File: config.mk
export PLATFORM = sky130hd
export DESIGN_NAME = for_xout_acc_flat
export DESIGN_NICKNAME = d
export VERILOG_FILES = /design/src/rtl/for_xout_acc_if.sv /design/src/rtl/for_xout_acc.sv /design/src/flat_wrapper.sv
export SDC_FILE = /design/constraint.sdc
export NUM_CORES = 1
export LEC_CHECK = 0
export CORE_MARGIN = 4
export CORE_UTILIZATION = 36
export DETAILED_ROUTE_END_ITERATION = 7
export SETUP_SLACK_MARGIN = 0.02
export SYNTH_ARGS = -nofsm -noshare
export SYNTH_HDL_FRONTEND = slang
export SYNTH_SLANG_ARGS = --single-unit
export TNS_END_PERCENT = 100
File: constraint.sdc
create_clock -name CLK -period 2.2 [get_ports CLK]
set_input_delay 0.33 -clock CLK [delete_from_list [all_inputs] [get_ports CLK]]
set_output_delay 0.33 -clock CLK [all_outputs]
set_load 0.03 [all_outputs]
File: src/rtl/for_xout_acc_if.sv
`default_nettype none
// ============================================================================
// Module      : for_xout_acc_if
// Description : Sample-in / sum-out valid-ready streams of the XOUT window
//               accumulator.
// Revision    : 1.0 - initial release
// ============================================================================
interface for_xout_acc_if #(
    parameter int NX   = 8,
    parameter int NACC = 16
);
    logic [NX-1:0]   XIN;
    logic            XIN_VALID;
    logic            XIN_READY;
    logic [NACC-1:0] SUM;
    logic            SUM_VALID;
    logic            SUM_READY;
    logic            OVF;

    // Upstream producer plus downstream consumer of the accumulator.
    modport master (
        output XIN, XIN_VALID, SUM_READY,
        input  XIN_READY, SUM, SUM_VALID, OVF
    );

    modport slave (
        input  XIN, XIN_VALID, SUM_READY,
        output XIN_READY, SUM, SUM_VALID, OVF
    );
endinterface
`default_nettype wire

File: src/rtl/for_xout_acc.sv
`default_nettype none
// ============================================================================
// Module      : for_xout_acc
// Description : Sums WINDOW consecutive accepted XOUT samples into one SUM.
//               Saturating add with OVF flag when FOR_XOUT_ACC_SAT_EN is
//               defined; wrapping add with OVF tied low otherwise.
// Revision    : 1.0 - initial release
// ============================================================================
module for_xout_acc #(
    parameter int NX     = 8,
    parameter int NACC   = 16,
    parameter int WINDOW = 4
) (
    input  logic           CLK,
    input  logic           RST,
    for_xout_acc_if.slave  bus
);

    localparam int                 c_cnt_w = $clog2(WINDOW) + 1;
    localparam logic [c_cnt_w-1:0] c_last  = c_cnt_w'(WINDOW - 1);

    typedef enum logic [0:0] {
        ST_ACCUM = 1'b0,
        ST_HOLD  = 1'b1
    } state_t;

    state_t             r_state;
    state_t             w_state_nxt;
    logic [NACC-1:0]    r_acc;
    logic [NACC-1:0]    w_acc_nxt;
    logic [NACC-1:0]    r_sum;
    logic [NACC-1:0]    w_sum_nxt;
    logic [c_cnt_w-1:0] r_cnt;
    logic [c_cnt_w-1:0] w_cnt_nxt;
    logic               r_sum_valid;
    logic               w_sum_valid_nxt;
    logic               w_accept;
    logic               w_last;
    logic               w_release;
    logic [NACC-1:0]    w_add;

    assign w_accept  = bus.XIN_VALID && (r_state == ST_ACCUM);
    assign w_last    = (r_cnt == c_last);
    assign w_release = (r_state == ST_HOLD) && bus.SUM_READY;

`ifdef FOR_XOUT_ACC_SAT_EN
    logic [NACC:0] w_wide;
    logic          w_sat_now;
    logic          r_sat;
    logic          r_ovf;

    assign w_wide    = {1'b0, r_acc} + (NACC + 1)'(bus.XIN);
    // Once any add in the window carries out, the rest of the window stays clamped.
    assign w_sat_now = r_sat | w_wide[NACC];
    assign w_add     = w_sat_now ? {NACC{1'b1}} : w_wide[NACC-1:0];

    always_ff @(posedge CLK) begin
        if (RST) begin
            r_sat <= 1'b0;
            r_ovf <= 1'b0;
        end else if (w_accept) begin
            if (w_last) begin
                r_ovf <= w_sat_now;
                r_sat <= 1'b0;
            end else begin
                r_sat <= w_sat_now;
            end
        end else if (w_release) begin
            r_ovf <= 1'b0;
        end
    end

    assign bus.OVF = r_ovf;
`else
    assign w_add   = r_acc + NACC'(bus.XIN);
    assign bus.OVF = 1'b0;
`endif

    always_ff @(posedge CLK) begin
        if (RST) begin
            r_state     <= ST_ACCUM;
            r_acc       <= '0;
            r_cnt       <= '0;
            r_sum       <= '0;
            r_sum_valid <= 1'b0;
        end else begin
            r_state     <= w_state_nxt;
            r_acc       <= w_acc_nxt;
            r_cnt       <= w_cnt_nxt;
            r_sum       <= w_sum_nxt;
            r_sum_valid <= w_sum_valid_nxt;
        end
    end

    always_comb begin
        w_state_nxt     = r_state;
        w_acc_nxt       = r_acc;
        w_cnt_nxt       = r_cnt;
        w_sum_nxt       = r_sum;
        w_sum_valid_nxt = r_sum_valid;
        case (r_state)
            ST_ACCUM: begin
                if (w_accept) begin
                    if (w_last) begin
                        w_sum_nxt       = w_add;
                        w_sum_valid_nxt = 1'b1;
                        w_acc_nxt       = '0;
                        w_cnt_nxt       = '0;
                        w_state_nxt     = ST_HOLD;
                    end else begin
                        w_acc_nxt = w_add;
                        w_cnt_nxt = r_cnt + 1'b1;
                    end
                end
            end
            ST_HOLD: begin
                // SUM keeps its value after the handshake; only the valid drops.
                if (bus.SUM_READY) begin
                    w_sum_valid_nxt = 1'b0;
                    w_state_nxt     = ST_ACCUM;
                end
            end
            default: w_state_nxt = ST_ACCUM;
        endcase
    end

    assign bus.XIN_READY = (r_state == ST_ACCUM);
    assign bus.SUM       = r_sum;
    assign bus.SUM_VALID = r_sum_valid;

endmodule
`default_nettype wire

File: src/flat_wrapper.sv
// flat-port wrapper written by rule: the top's interface ports become plain ports
module for_xout_acc_flat 
#(
    parameter int NX     = 8,
    parameter int NACC   = 16,
    parameter int WINDOW = 4
)
  (CLK, RST, bus_XIN, bus_XIN_VALID, bus_SUM_READY, bus_XIN_READY, bus_SUM, bus_SUM_VALID, bus_OVF);
  for_xout_acc_if #(.NX(NX), .NACC(NACC)) bus_i ();
  input  logic CLK;
  input  logic RST;
  input wire logic [$bits(bus_i.XIN)-1:0] bus_XIN;
  input wire logic [$bits(bus_i.XIN_VALID)-1:0] bus_XIN_VALID;
  input wire logic [$bits(bus_i.SUM_READY)-1:0] bus_SUM_READY;
  output wire logic [$bits(bus_i.XIN_READY)-1:0] bus_XIN_READY;
  output wire logic [$bits(bus_i.SUM)-1:0] bus_SUM;
  output wire logic [$bits(bus_i.SUM_VALID)-1:0] bus_SUM_VALID;
  output wire logic [$bits(bus_i.OVF)-1:0] bus_OVF;
  assign bus_i.XIN = bus_XIN;
  assign bus_i.XIN_VALID = bus_XIN_VALID;
  assign bus_i.SUM_READY = bus_SUM_READY;
  assign bus_XIN_READY = bus_i.XIN_READY;
  assign bus_SUM = bus_i.SUM;
  assign bus_SUM_VALID = bus_i.SUM_VALID;
  assign bus_OVF = bus_i.OVF;
  for_xout_acc #(.NX(NX), .NACC(NACC), .WINDOW(WINDOW)) u_core (.CLK(CLK), .RST(RST), .bus(bus_i));
endmodule
### Cell sizes after repair, run 1

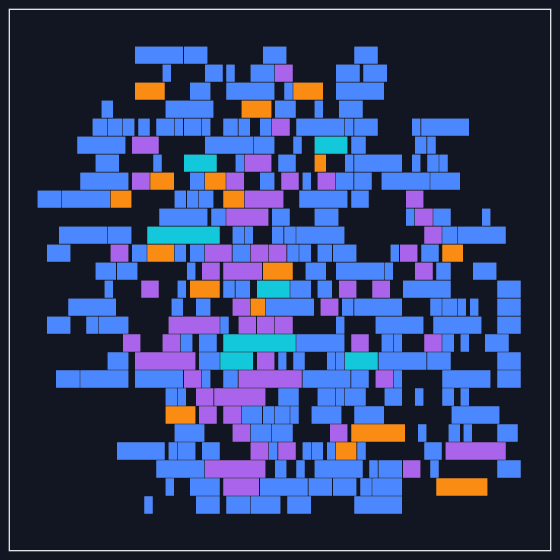
| colour | size | cells | share | most used |
|---|---|---|---|---|
| purple | drive 3 to 4 | 51 | 18% | buf_4 |
| orange | drive 2 | 17 | 6.0% | a21oi_2 |
| blue | drive 1 or less | 210 | 74% | dfxtp_1 |
| cyan | drive 6 and up | 7 | 2.5% | clkbuf_8 |
Area Growth Syn to Fin: 43.8%
design area: 2810 um^2
bufs w/o clock: 67

### Selected gate families, run 1

Scale bar: 20 um.
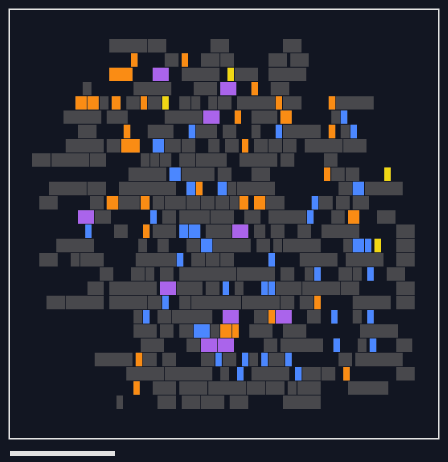
| colour | family | cells |
|---|---|---|
| orange | NOR gates | 31 |
| blue | NAND gates | 38 |
| purple | XOR/XNOR gates | 10 |
| yellow | inverters | 4 |
combinational share of cell area: 0.445
most frequent logic cell in the layout: buf_4
Post-Layout Cell Count: 355

==> impl_metrics.yaml, run 1 <==
# synthesis and place-and-route metrics
outcome:
  status: "finished, final reports clean"
clock_tree:
  root_buffer: "clkbuf_8"
  cts_max_level: 2
  clockBufferDepth: 2
  hold_buffers: 0
routing:
  drtPass1Iterations: 4
  wire_per_inst_um: 15.1
  drtIter0Drc: 109
synth:
  adder_share: 0.0679
  fp_nets: 249
  ff_type: "dfxtp_1"
  synth_area_per_cell_um2: 8.60
floorplan:
  die_x_um: 81.6
  dieArea_um2: 6660
  core_area_um2: 5170
critical_path:
  cpMaxStageDelayCell: "fa_2"
  crit_fanout: 7
  critPathCaptureType: "flip-flop"
cells_and_area:
  final-clk-cell-share: 0.0477
  nFillCells: 476
pwr:
  total_power_w: 0.00208
  p_leak_nw: 1.14
worst_hold_path:
  worstHoldStart: "u_core.bus.SUM_VALID$_SDFFE_PP0P_"
run:
  warning_count: 27
placed_design:
  dp_cells: 343
  placed_area_um2: 2490
timing:
  period_used_share: 0.969
  final.setup.worst_slack_ns: 0.0682
  tightest_slew_ns: 0.570
global_routing:
  antenna_found_initial: 0
  grt_use_total: 0.169
  overflow: 0
### Clock distribution, run 1

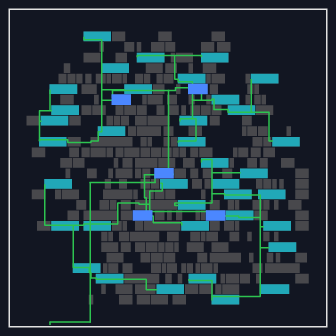
[green] clock wires | length: 541 um
[blue] cells driving clock nets | count: 5
[cyan] flip-flops | count: 37
routed clock nets: 6
flops lie: widely spread
Worst-Skew Late Latency: 0.29 ns
Clock power frac: 0.343
Fin Clk Skew: 0.00725 ns
Clk power: 0.000713 W

[run 1: state kept, by name, summed over array words and instances (netlist names)]
signal / flops
u_core.bus.SUM: 16
u_core.bus.SUM_VALID: 1
u_core.r_acc: 16
u_core.r_cnt: 3
u_core.r_state: 1
[run 1: layer usage]
metal	share of wire	GRT usage	up-vias
li1	-	-	930
met1	0.49	0.233	886
met2	0.46	0.269	35
met3	0.037	0.0351	4
met4	0.011	0.0449	0
met5	0	0	-
[run 1: final timing paths]
path	to	slack [ns]	depth (start not counted)
max	u_core.r_acc[8]$_SDFFE_PP0P_	0.07	8
min	u_core.bus.SUM_VALID$_SDFFE_PP0P_	0.46	2
max reg2reg	u_core.r_acc[8]$_SDFFE_PP0P_	0.07	8
min reg2reg	u_core.bus.SUM_VALID$_SDFFE_PP0P_	0.46	2
[run 1: cells in the final DEF (no fill, tap or decap), drive strengths merged, types with 2 or more instances in the layout]
cell type      count
a311o              3
clkdlybuf4s50     26
nor4               4
ha                 9
nor2              19
o21ai             10
inv                3
a21o               4
bufinv             2
dlymetal6s2s       2
and3               8
a31oi              6
a211oi             7
a21oi             20
a31o               3
nor2b              4
clkinv             2
nand2             29
clkbuf             5
nand4              3
buf               38
xor2               5
nand2b             2
nor3               4
o211ai             3
a22oi              5
dfxtp             37
xnor2              5
nand3              3
and4               2
[run 1: synthesized netlist by cell type (all sizes together) (6+ instances only)]
master   n  area, um^2
dfxtp   37         741
nand2   29         109
a21oi   20         108
nor2    19        71.3
buf     12        75.1
o21ai   10        50.0
ha       9         113
and3     8        60.1
a211oi   7        57.6
a31oi    6        43.8
[run 1: report_power, final]
part / internal (W) / switching, W
combinational: 0.000284 / 0.000325
clock: 0.000451 / 0.000262
sequential: 0.000721 / 0.0000314
### Track usage over the die, run 1

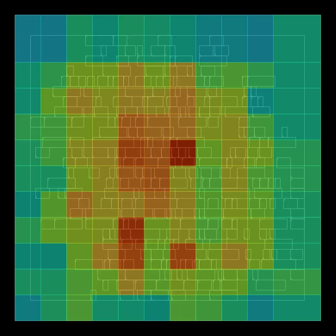

==> run 2: changes to the inputs <==
--- a/config.mk
+++ b/config.mk
@@ -8,6 +8,7 @@
 export CORE_MARGIN = 4
 export CORE_UTILIZATION = 36
 export DETAILED_ROUTE_END_ITERATION = 7
+export PLACE_DENSITY = 0.57
 export SETUP_SLACK_MARGIN = 0.02
 export SYNTH_ARGS = -nofsm -noshare
 export SYNTH_HDL_FRONTEND = slang
### Track usage over the die, run 2

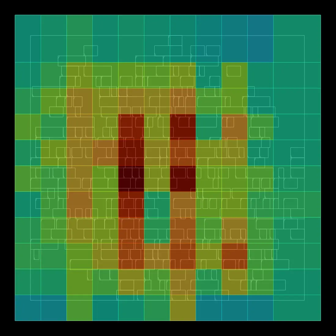
fin util: 0.528
GRT met2 Usage: 0.252
busiest grt layer: met2
met3 Use GR: 0.0362

==> impl_metrics.yaml, run 2 <==
# synthesis and place-and-route metrics
synth:
  synth_area_per_cell_um2: 8.60
  ff_type: "dfxtp_1"
  top_cell_area_share: 0.379
  yosysMostFrequentCell: "dfxtp_1"
floorplan:
  die_x_um: 81.6
  dieArea_um2: 6660
global_routing:
  grt_use_total: 0.161
  antenna_found_initial: 0
  overflow: 0
cells_and_area:
  fin_area_um2: 2730
  final_cell_count_no_fill: 352
  layout_top_cell: "dfxtp_1"
timing:
  period_used_share: 0.962
  tightest_slew_ns: 0.525
  skew_ns: 0.00822
pwr:
  p_leak_nw: 1.10
critical_path:
  crit_fanout: 6
clock_tree:
  insertion_delay_ns: 0.29
  clockBufferDepth: 2
outcome:
  status: "finished, final reports clean"
placed_design:
  placed_area_um2: 2490
-- run 2: worst max-delay path, stage by stage (launching register included) --
cell and delay, ns:
dfxtp_2 0.34, ha_4 0.17, fa_2 0.35, a21o_1 0.23, a221oi_4 0.30, o21ai_4 0.12, and3_4 0.21, xnor2_2 0.13
a211oi_2 0.20
-- run 2: metal layers --
| metal | up-vias | part of all wire | track usage |
|---|---|---|---|
| met5 | - | 0 | 0 |
| met4 | 0 | 0.018 | 0.0681 |
| met3 | 11 | 0.057 | 0.0362 |
| met2 | 48 | 0.45 | 0.252 |
| met1 | 856 | 0.48 | 0.212 |
| li1 | 928 | - | - |
-- run 2: layout make-up --
type | instances | area [um^2]
repair buffers | 65 | 568
flip-flops and latches | 37 | 742
multi-input cells | 169 | 1230
fillers | 483 | 2440
clock buffers | 7 | 86.3
well taps | 70 | 87.6
inverters | 4 | 15.0
-- run 2: where the power goes --
part / total (W) / leakage (nW) / internal, W / switching [W]
combinational: 0.000596 / 0.752 / 0.000280 / 0.000316
sequential: 0.000751 / 0.303 / 0.000722 / 0.0000296
clock: 0.000483 / 0.0443 / 0.000249 / 0.000235
total: 0.00183 / 1.10 / 0.00125 / 0.000580
-- run 2: path summary, 6_finish.rpt --
path	from	endpoint	slack, ns	cells past startpoint
worst max-delay path	u_core.r_acc[0]$_SDFFE_PP0P_	u_core.bus.SUM[12]$_SDFFE_PP0P_	0.08	8
worst min-delay path	u_core.bus.SUM[1]$_SDFFE_PP0P_	u_core.bus.SUM[1]$_SDFFE_PP0P_	0.45	2
worst max register to register	u_core.r_acc[0]$_SDFFE_PP0P_	u_core.bus.SUM[12]$_SDFFE_PP0P_	0.08	8
worst min register to register	u_core.bus.SUM[1]$_SDFFE_PP0P_	u_core.bus.SUM[1]$_SDFFE_PP0P_	0.45	2
### Clock distribution, run 2

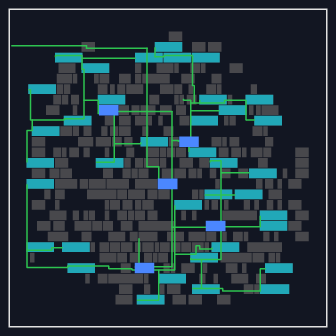

==> run 3: changes to the inputs <==
--- a/config.mk
+++ b/config.mk
@@ -6,9 +6,9 @@
 export NUM_CORES = 1
 export LEC_CHECK = 0
 export CORE_MARGIN = 4
-export CORE_UTILIZATION = 36
+export CORE_UTILIZATION = 48
 export DETAILED_ROUTE_END_ITERATION = 7
-export PLACE_DENSITY = 0.57
+export PLACE_DENSITY = 0.73
 export SETUP_SLACK_MARGIN = 0.02
 export SYNTH_ARGS = -nofsm -noshare
 export SYNTH_HDL_FRONTEND = slang
### Clock distribution, run 3

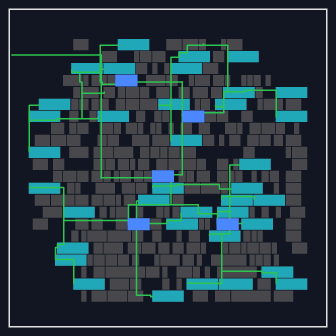
[green] clock wires | length: 472 um
[blue] cells driving clock nets | count: 5
[cyan] flip-flops | count: 37
flops lie: widely spread
routed clock nets: 6
Clock power frac: 0.263
Clk power: 0.000467 W
Fin Clk Skew: 0.00544 ns

==> impl_metrics.yaml, run 3 <==
# synthesis and place-and-route metrics
global_routing:
  antenna_found_initial: 0
  use_met1: 0.270
  grtUsageMet2: 0.303
  grt_use_total: 0.198
floorplan:
  core_area_um2: 3800
  nWellTaps: 48
pwr:
  seqPwrFrac: 0.425
  p_leak_nw: 1.09
  p_int_w: 0.00120
  combPwrFrac: 0.312
  p_switching_w: 0.000575
routing:
  routedLengthMet1_mm: 2.22
  drtPass1Iterations: 6
  wire_per_inst_um: 14.3
  wl_met2_mm: 2.13
synth:
  top_cell_area_share: 0.379
  netlist_top_cells_count: "dfxtp_1 (37), nand2_1 (29), nor2_1 (19)"
  synth_area_per_cell_um2: 8.60
  adder_share: 0.0679
  yosysMostFrequentCell: "dfxtp_1"
  synth_top_cell_by_area: "dfxtp_1"
cells_and_area:
  area_growth_pct: 34.9
  layout_top_cell: "dfxtp_1"
  seq_area_um2: 742
  flop-count: 37
  comb_area_um2: 1170
  sh_seq_area: 0.282
  buf_share: 0.213
timing:
  period_used_share: 0.938
clock_tree:
  clockBufferDepth: 2
  cts_max_level: 2
  hold_buffers: 0
critical_path:
  critPathLaunch: "bus_XIN[6]"
  worst_r2r_endpoint: "u_core.r_acc[12]$_SDFFE_PP0P_"
  crit_chain: "clkdlybuf4s50_1 -> ha_2 -> a211oi_2 -> nor2_1 -> and3_4 -> a31o_1 -> and3_4 -> nor4_2"
  cp.depth: 8
  path_buffers: 1
  ff2ff_path_depth: 9
  cpMaxStageDelayCell: "clkdlybuf4s50_1"
  crit_path_max_incr_delay_ns: 0.47
  r2r_slack_ns: 0.19
  crit_family: "simple AND/OR/NAND/NOR gates"
  critPathCapture: "u_core.bus.SUM[15]$_SDFFE_PP0P_"
  critPathCaptureType: "flip-flop"
  crit_fanout: 5
outcome:
  status: "finished, final reports clean"
placed_design:
  placed_area_um2: 2460
run 3: cell counts after synthesis:
No cell type changed its count.
run 3: cell families (layout without fill, tap and decap cells):
logic type	after synthesis	after routing
xor gates and xnor gates	10	10
DFF	37	37
and+or+nand+nor	80	80
other	1	1
muxes	1	1
buffers and inverters	21	76
AOI/OAI and AO/OA	67	67
adders and majority gates	10	10
run 3: worst min-delay path by stage:
stage,startpoint,endpoint,slack (ns),cells after the start
after floorplan,u_core.r_acc[7]$_SDFFE_PP0P_,u_core.r_acc[7]$_SDFFE_PP0P_,0.43,2
after global placement,u_core.bus.SUM_VALID$_SDFFE_PP0P_,u_core.bus.SUM_VALID$_SDFFE_PP0P_,0.44,2
after detailed placement,u_core.bus.SUM_VALID$_SDFFE_PP0P_,u_core.bus.SUM_VALID$_SDFFE_PP0P_,0.45,2
after CTS,u_core.bus.SUM_VALID$_SDFFE_PP0P_,u_core.bus.SUM_VALID$_SDFFE_PP0P_,0.46,2
after global routing,u_core.bus.SUM[2]$_SDFFE_PP0P_,u_core.bus.SUM[2]$_SDFFE_PP0P_,0.48,2
final,u_core.bus.SUM[3]$_SDFFE_PP0P_,u_core.bus.SUM[3]$_SDFFE_PP0P_,0.46,2
run 3: metrics by stage:
stage	total power, W	instances	util	setup slack, ns	setup TNS [ns]
global route	0.00188	330	0.693	0.0358	0
global placement	0.00128	321	0.648	-0.499	-5.46
finish	0.00178	330	0.693	0.135	0
CTS	0.00177	330	0.681	0.0167	0
floorplan	0.00108	227	-	0.0309	0
detailed placement	0.00129	321	0.648	-0.530	-5.89
run 3: repair_timing:
action | in CTS | in global routing
buffers inserted | 1 | 0
cloned | 0 | 0
resized | 7 | 11
endpoints found under the setup margin | 10 | 14
pin swaps | 9 | 4
Power figures rest on the tool's default switching activity, not on a simulated workload.
